[config.mk]
export PLATFORM = sky130hd
export DESIGN_NAME = hall_commutation_decoder_flat
export DESIGN_NICKNAME = d
export VERILOG_FILES = /design/src/rtl/hall_commutation_decoder_if.sv /design/src/rtl/hall_commutation_decoder.sv /design/src/flat_wrapper.sv
export SDC_FILE = /design/constraint.sdc
export NUM_CORES = 1
export LEC_CHECK = 0
export ABC_CLOCK_PERIOD_IN_PS = 9400
export CORE_MARGIN = 1.5
export CORE_UTILIZATION = 29
export CTS_CLUSTER_DIAMETER = 80
export DETAILED_ROUTE_END_ITERATION = 12
export GPL_ROUTABILITY_DRIVEN = 1
export PLACE_DENSITY = 0.46
export RECOVER_POWER = 25
export SKIP_LAST_GASP = 1
export SLEW_MARGIN = 15
export SYNTH_ARGS = -nofsm -noshare
export SYNTH_HDL_FRONTEND = slang
export SYNTH_SLANG_ARGS = --single-unit
[constraint.sdc]
create_clock -name clk -period 9.4 [get_ports clk]
set_clock_uncertainty 0.05 [all_clocks]
set_input_delay 1.88 -clock clk [delete_from_list [all_inputs] [get_ports clk]]
set_output_delay 1.88 -clock clk [all_outputs]
set_load 0.02 [all_outputs]
[src/rtl/hall_commutation_decoder_if.sv]
// Hall decoder bus: filtered hall inputs and error clear in, sector/speed/status out.
interface hall_commutation_decoder_if #(
   parameter int unsigned PER_W = 20,
   parameter int unsigned POS_W = 16
);
   logic             hall_a;
   logic             hall_b;
   logic             hall_c;
   logic             err_clr;
   logic [2:0]       sector;
   logic             sector_vld;
   logic             dir;
   logic [POS_W-1:0] pos;         // two's-complement step count
   logic [PER_W-1:0] period;
   logic             period_vld;
   logic             stalled;
   logic             step_err;
   logic             err_sticky;

   // Driver side (hall filter / control)
   modport master (
      output hall_a, hall_b, hall_c, err_clr,
      input  sector, sector_vld, dir, pos, period, period_vld, stalled, step_err, err_sticky
   );

   // Decoder side
   modport slave (
      input  hall_a, hall_b, hall_c, err_clr,
      output sector, sector_vld, dir, pos, period, period_vld, stalled, step_err, err_sticky
   );
endinterface

[src/rtl/hall_commutation_decoder.sv]
// Hall commutation decoder: maps hall codes to electrical sector, tracks direction,
// signed position and inter-transition period, and flags illegal codes and skipped steps.
module hall_commutation_decoder #(
   parameter int unsigned PER_W   = 20,
   parameter int unsigned POS_W   = 16,
   parameter int unsigned TIMEOUT = 1_000_000
) (
   input logic                      clk,
   input logic                      rst,
   hall_commutation_decoder_if.slave bus
);

   typedef enum logic [1:0] {StInit, StSync, StRun} state_e;

   localparam logic [PER_W-1:0] CntOne = {{(PER_W-1){1'b0}}, 1'b1};
   localparam logic [POS_W-1:0] PosOne = {{(POS_W-1){1'b0}}, 1'b1};
   localparam logic [PER_W-1:0] CntTo  = PER_W'(TIMEOUT);

   state_e           state_q, state_d;
   logic [2:0]       code, code_prev_q;
   logic [2:0]       new_sec, sec_inc, sec_dec;
   logic             legal, trans, fwd, rev;
   logic [2:0]       sector_q, sector_d;
   logic             sector_vld_q, sector_vld_d;
   logic             dir_q, dir_d;
   logic [POS_W-1:0] pos_q, pos_d;
   logic [PER_W-1:0] period_q, period_d;
   logic             period_vld_q, period_vld_d;
   logic             stalled_q, stalled_d;
   logic             step_err_q, step_err_d;
   logic             err_sticky_q, err_sticky_d;
   logic [PER_W-1:0] cnt_q, cnt_d;

   assign code  = {bus.hall_a, bus.hall_b, bus.hall_c};
   assign trans = (code != code_prev_q);

   // Decode hall code to sector; 000 and 111 are illegal
   always_comb begin
      new_sec = 3'd0;
      legal   = 1'b1;
      unique case (code)
         3'b101:  new_sec = 3'd0;
         3'b100:  new_sec = 3'd1;
         3'b110:  new_sec = 3'd2;
         3'b010:  new_sec = 3'd3;
         3'b011:  new_sec = 3'd4;
         3'b001:  new_sec = 3'd5;
         default: legal   = 1'b0;
      endcase
   end

   // Neighbour sectors modulo 6 relative to the current sector
   always_comb begin
      sec_inc = (sector_q == 3'd5) ? 3'd0 : sector_q + 3'd1;
      sec_dec = (sector_q == 3'd0) ? 3'd5 : sector_q - 3'd1;
      fwd     = (new_sec == sec_inc);
      rev     = (new_sec == sec_dec);
   end

   // Next-state and output logic for the tracking FSM
   always_comb begin
      state_d      = state_q;
      sector_d     = sector_q;
      sector_vld_d = sector_vld_q;
      dir_d        = dir_q;
      pos_d        = pos_q;
      period_d     = period_q;
      period_vld_d = 1'b0;
      stalled_d    = stalled_q;
      step_err_d   = 1'b0;
      cnt_d        = cnt_q;
      unique case (state_q)
         StInit: begin
            cnt_d = '0;
            if (legal) begin
               sector_d     = new_sec;
               sector_vld_d = 1'b1;
               state_d      = StSync;
            end
         end
         StSync, StRun: begin
            if (!trans) begin
               cnt_d = (cnt_q == '1) ? cnt_q : cnt_q + CntOne;
               // cnt runs on past TIMEOUT, so the stall fires only once per idle stretch
               if (cnt_q == CntTo) begin
                  stalled_d = 1'b1;
                  period_d  = '1;
                  state_d   = StSync;
               end
            end else if (!legal) begin
               step_err_d   = 1'b1;
               sector_vld_d = 1'b0;
               cnt_d        = '0;
               state_d      = StInit;
            end else if (fwd || rev) begin
               sector_d = new_sec;
               dir_d    = fwd;
               pos_d    = fwd ? pos_q + PosOne : pos_q - PosOne;
               cnt_d    = '0;
               // Only RUN has a previous valid edge to measure from
               if (state_q == StRun) begin
                  period_d     = (cnt_q == '1) ? cnt_q : cnt_q + CntOne;
                  period_vld_d = 1'b1;
                  stalled_d    = 1'b0;
               end
               state_d = StRun;
            end else begin
               step_err_d = 1'b1;
               sector_d   = new_sec;
               cnt_d      = '0;
               state_d    = StSync;
            end
         end
         default: state_d = StInit;
      endcase
      // A new error wins over a simultaneous clear
      err_sticky_d = step_err_d | (err_sticky_q & ~bus.err_clr);
   end

   // State and output registers
   always_ff @(posedge clk or posedge rst) begin
      if (rst) begin
         state_q      <= StInit;
         code_prev_q  <= 3'b000;
         sector_q     <= 3'd0;
         sector_vld_q <= 1'b0;
         dir_q        <= 1'b0;
         pos_q        <= '0;
         period_q     <= '1;
         period_vld_q <= 1'b0;
         stalled_q    <= 1'b1;
         step_err_q   <= 1'b0;
         err_sticky_q <= 1'b0;
         cnt_q        <= '0;
      end else begin
         state_q      <= state_d;
         code_prev_q  <= code;
         sector_q     <= sector_d;
         sector_vld_q <= sector_vld_d;
         dir_q        <= dir_d;
         pos_q        <= pos_d;
         period_q     <= period_d;
         period_vld_q <= period_vld_d;
         stalled_q    <= stalled_d;
         step_err_q   <= step_err_d;
         err_sticky_q <= err_sticky_d;
         cnt_q        <= cnt_d;
      end
   end

   assign bus.sector     = sector_q;
   assign bus.sector_vld = sector_vld_q;
   assign bus.dir        = dir_q;
   assign bus.pos        = pos_q;
   assign bus.period     = period_q;
   assign bus.period_vld = period_vld_q;
   assign bus.stalled    = stalled_q;
   assign bus.step_err   = step_err_q;
   assign bus.err_sticky = err_sticky_q;

endmodule

[src/flat_wrapper.sv]
// flat-port wrapper written by rule: the top's interface ports become plain ports
module hall_commutation_decoder_flat 
#(
   parameter int unsigned PER_W   = 20,
   parameter int unsigned POS_W   = 16,
   parameter int unsigned TIMEOUT = 1_000_000
)
  (clk, rst, bus_hall_a, bus_hall_b, bus_hall_c, bus_err_clr, bus_sector, bus_sector_vld, bus_dir, bus_pos, bus_period, bus_period_vld, bus_stalled, bus_step_err, bus_err_sticky);
  hall_commutation_decoder_if #(.PER_W(PER_W), .POS_W(POS_W)) bus_i ();
  input logic clk;
  input logic rst;
  input wire logic [$bits(bus_i.hall_a)-1:0] bus_hall_a;
  input wire logic [$bits(bus_i.hall_b)-1:0] bus_hall_b;
  input wire logic [$bits(bus_i.hall_c)-1:0] bus_hall_c;
  input wire logic [$bits(bus_i.err_clr)-1:0] bus_err_clr;
  output wire logic [$bits(bus_i.sector)-1:0] bus_sector;
  output wire logic [$bits(bus_i.sector_vld)-1:0] bus_sector_vld;
  output wire logic [$bits(bus_i.dir)-1:0] bus_dir;
  output wire logic [$bits(bus_i.pos)-1:0] bus_pos;
  output wire logic [$bits(bus_i.period)-1:0] bus_period;
  output wire logic [$bits(bus_i.period_vld)-1:0] bus_period_vld;
  output wire logic [$bits(bus_i.stalled)-1:0] bus_stalled;
  output wire logic [$bits(bus_i.step_err)-1:0] bus_step_err;
  output wire logic [$bits(bus_i.err_sticky)-1:0] bus_err_sticky;
  assign bus_i.hall_a = bus_hall_a;
  assign bus_i.hall_b = bus_hall_b;
  assign bus_i.hall_c = bus_hall_c;
  assign bus_i.err_clr = bus_err_clr;
  assign bus_sector = bus_i.sector;
  assign bus_sector_vld = bus_i.sector_vld;
  assign bus_dir = bus_i.dir;
  assign bus_pos = bus_i.pos;
  assign bus_period = bus_i.period;
  assign bus_period_vld = bus_i.period_vld;
  assign bus_stalled = bus_i.stalled;
  assign bus_step_err = bus_i.step_err;
  assign bus_err_sticky = bus_i.err_sticky;
  hall_commutation_decoder #(.PER_W(PER_W), .POS_W(POS_W), .TIMEOUT(TIMEOUT)) u_core (.clk(clk), .rst(rst), .bus(bus_i));
endmodule
logic_types.png
The bar under the picture is 50 µm long.
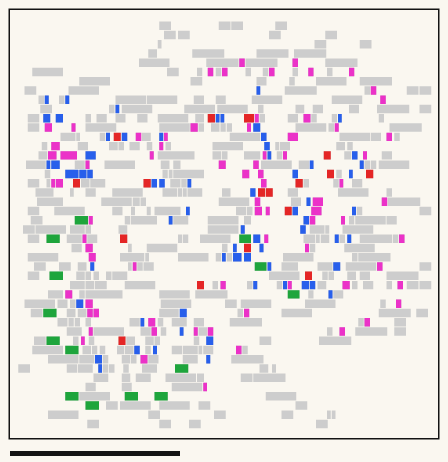
color	family	cells	most used
red	and/or cells	17	and3_1
magenta	nor cells	75	nor3_1
blue	nand cells	65	nand2_1
green	mux cells	14	mux2_2
Layout Cells excl Fill: 703
Comb/total area: 0.453
Top cell excl fill/tap: dfrtp_1

metal_density.png
25 x 25 tiles, from black (low) to pale yellow (high), scaled to the fullest tile. Values are wire area over tile area, all layers added.
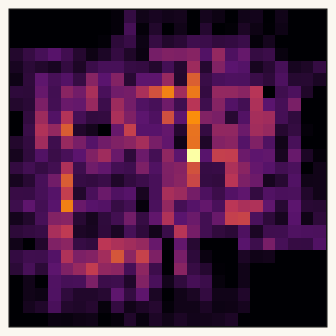
fullest tile	0.58
densest ninth of the die	center
nearly empty tiles	20%

placement.png
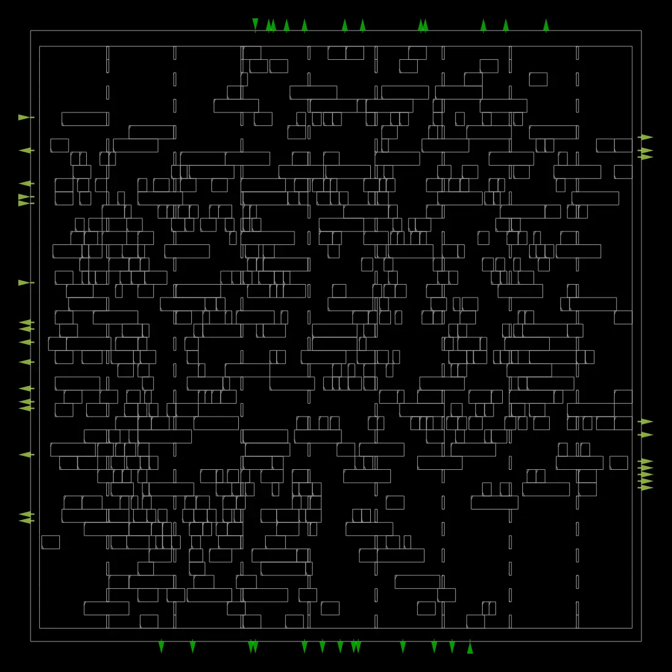
fin util: 0.365
registers: 70

==> job_summary.md <==
## Implementation flow summary

| Metric | Value |
|---|---|
| Peak VDD IR | 171 µV |
| Post-CTS Resized | 0 |
| Layout cells sized above 1 | 0.114 |
| Aoi share | 0.206 |
| Post-synth ARST share | 1.00 |
| CP Max Fanout | 70 |
| Met1 WL | 4930 µm |
| Gr ovfl total | 0 |
| Total core area | 14600 µm² |
| Registers, synthesis | 70 |
| Final wirelength | 10500 µm |
| Synth cell types | 63 |
| Initial antenna violation count | 0 |
| Failing checks | capacitance limit, slew limit |
| Post-synth EDFFs | 0 |
| DRT iter0 DRCs | 203 |
| Mux share | 0.0353 |
| Met2 usage | 0.231 |
| Slew Limit Fails | 71 |
| Seq. pwr | 0.512 mW |
| Yosys Instances | 473 |
| Fin crit share | 0.616 |
| First-pass GRT wire length | 17700 µm |
| Worst path max stage delay | 2750 ps |
| Clock tree sinks | 70 |
| Flop share of the area | 0.333 |
| Outcome | complete, but fails checks |
| RD Place Congestion | 0.789 |
| Cells along the critical path | dlygate4sd3_1, clkinv_1, clkbuf_1 |
| Fillers | 1465 |
| Commonest cells in the netlist | dfrtp_1, o21ai_0, a21oi_1 |
| Metal3 WL | 368 µm |
| Max-cap violations | 1 |
| Met1 Usage GRT | 0.173 |
| Die Area | 15800 µm² |
| Clk latency late pin | 340 ps |
| Boundary pin count | 51 |
| Clk slew on worst S/H paths | 60 ps |
| Final setup violation count | 0 |
==> worst min-delay path: cells and delay by family (launching register included) <==
family | cells | cell delay [ps]
AOI/OAI and AO/OA | 1 | 60
buffers and inverters | 1 | 40
DFF | 1 | 370
==> through the flow <==
step                worst slack [ps]  cell area [µm²]  power (mW)  hold WS [ps]   util
floorplan                       4590             4360        1.23           428      -
global placement                3430             5010        1.54           412  0.344
detailed placement              3350             5010        1.55           421  0.344
CTS                             3710             5340        1.94           430  0.366
global route                    2700             5330        2.06           455  0.365
finish                          3610             5330        1.91           424  0.365
==> logic make-up after synthesis <==
family	count (synthesis)
xor gates and xnor gates	31
muxes	14
and+or+nand+nor	157
DFF	70
AOI/OAI and AO/OA	140
adders and majority gates	21
buffers and inverters	40
No activity file was given, so power comes from the tool's default toggle rates.
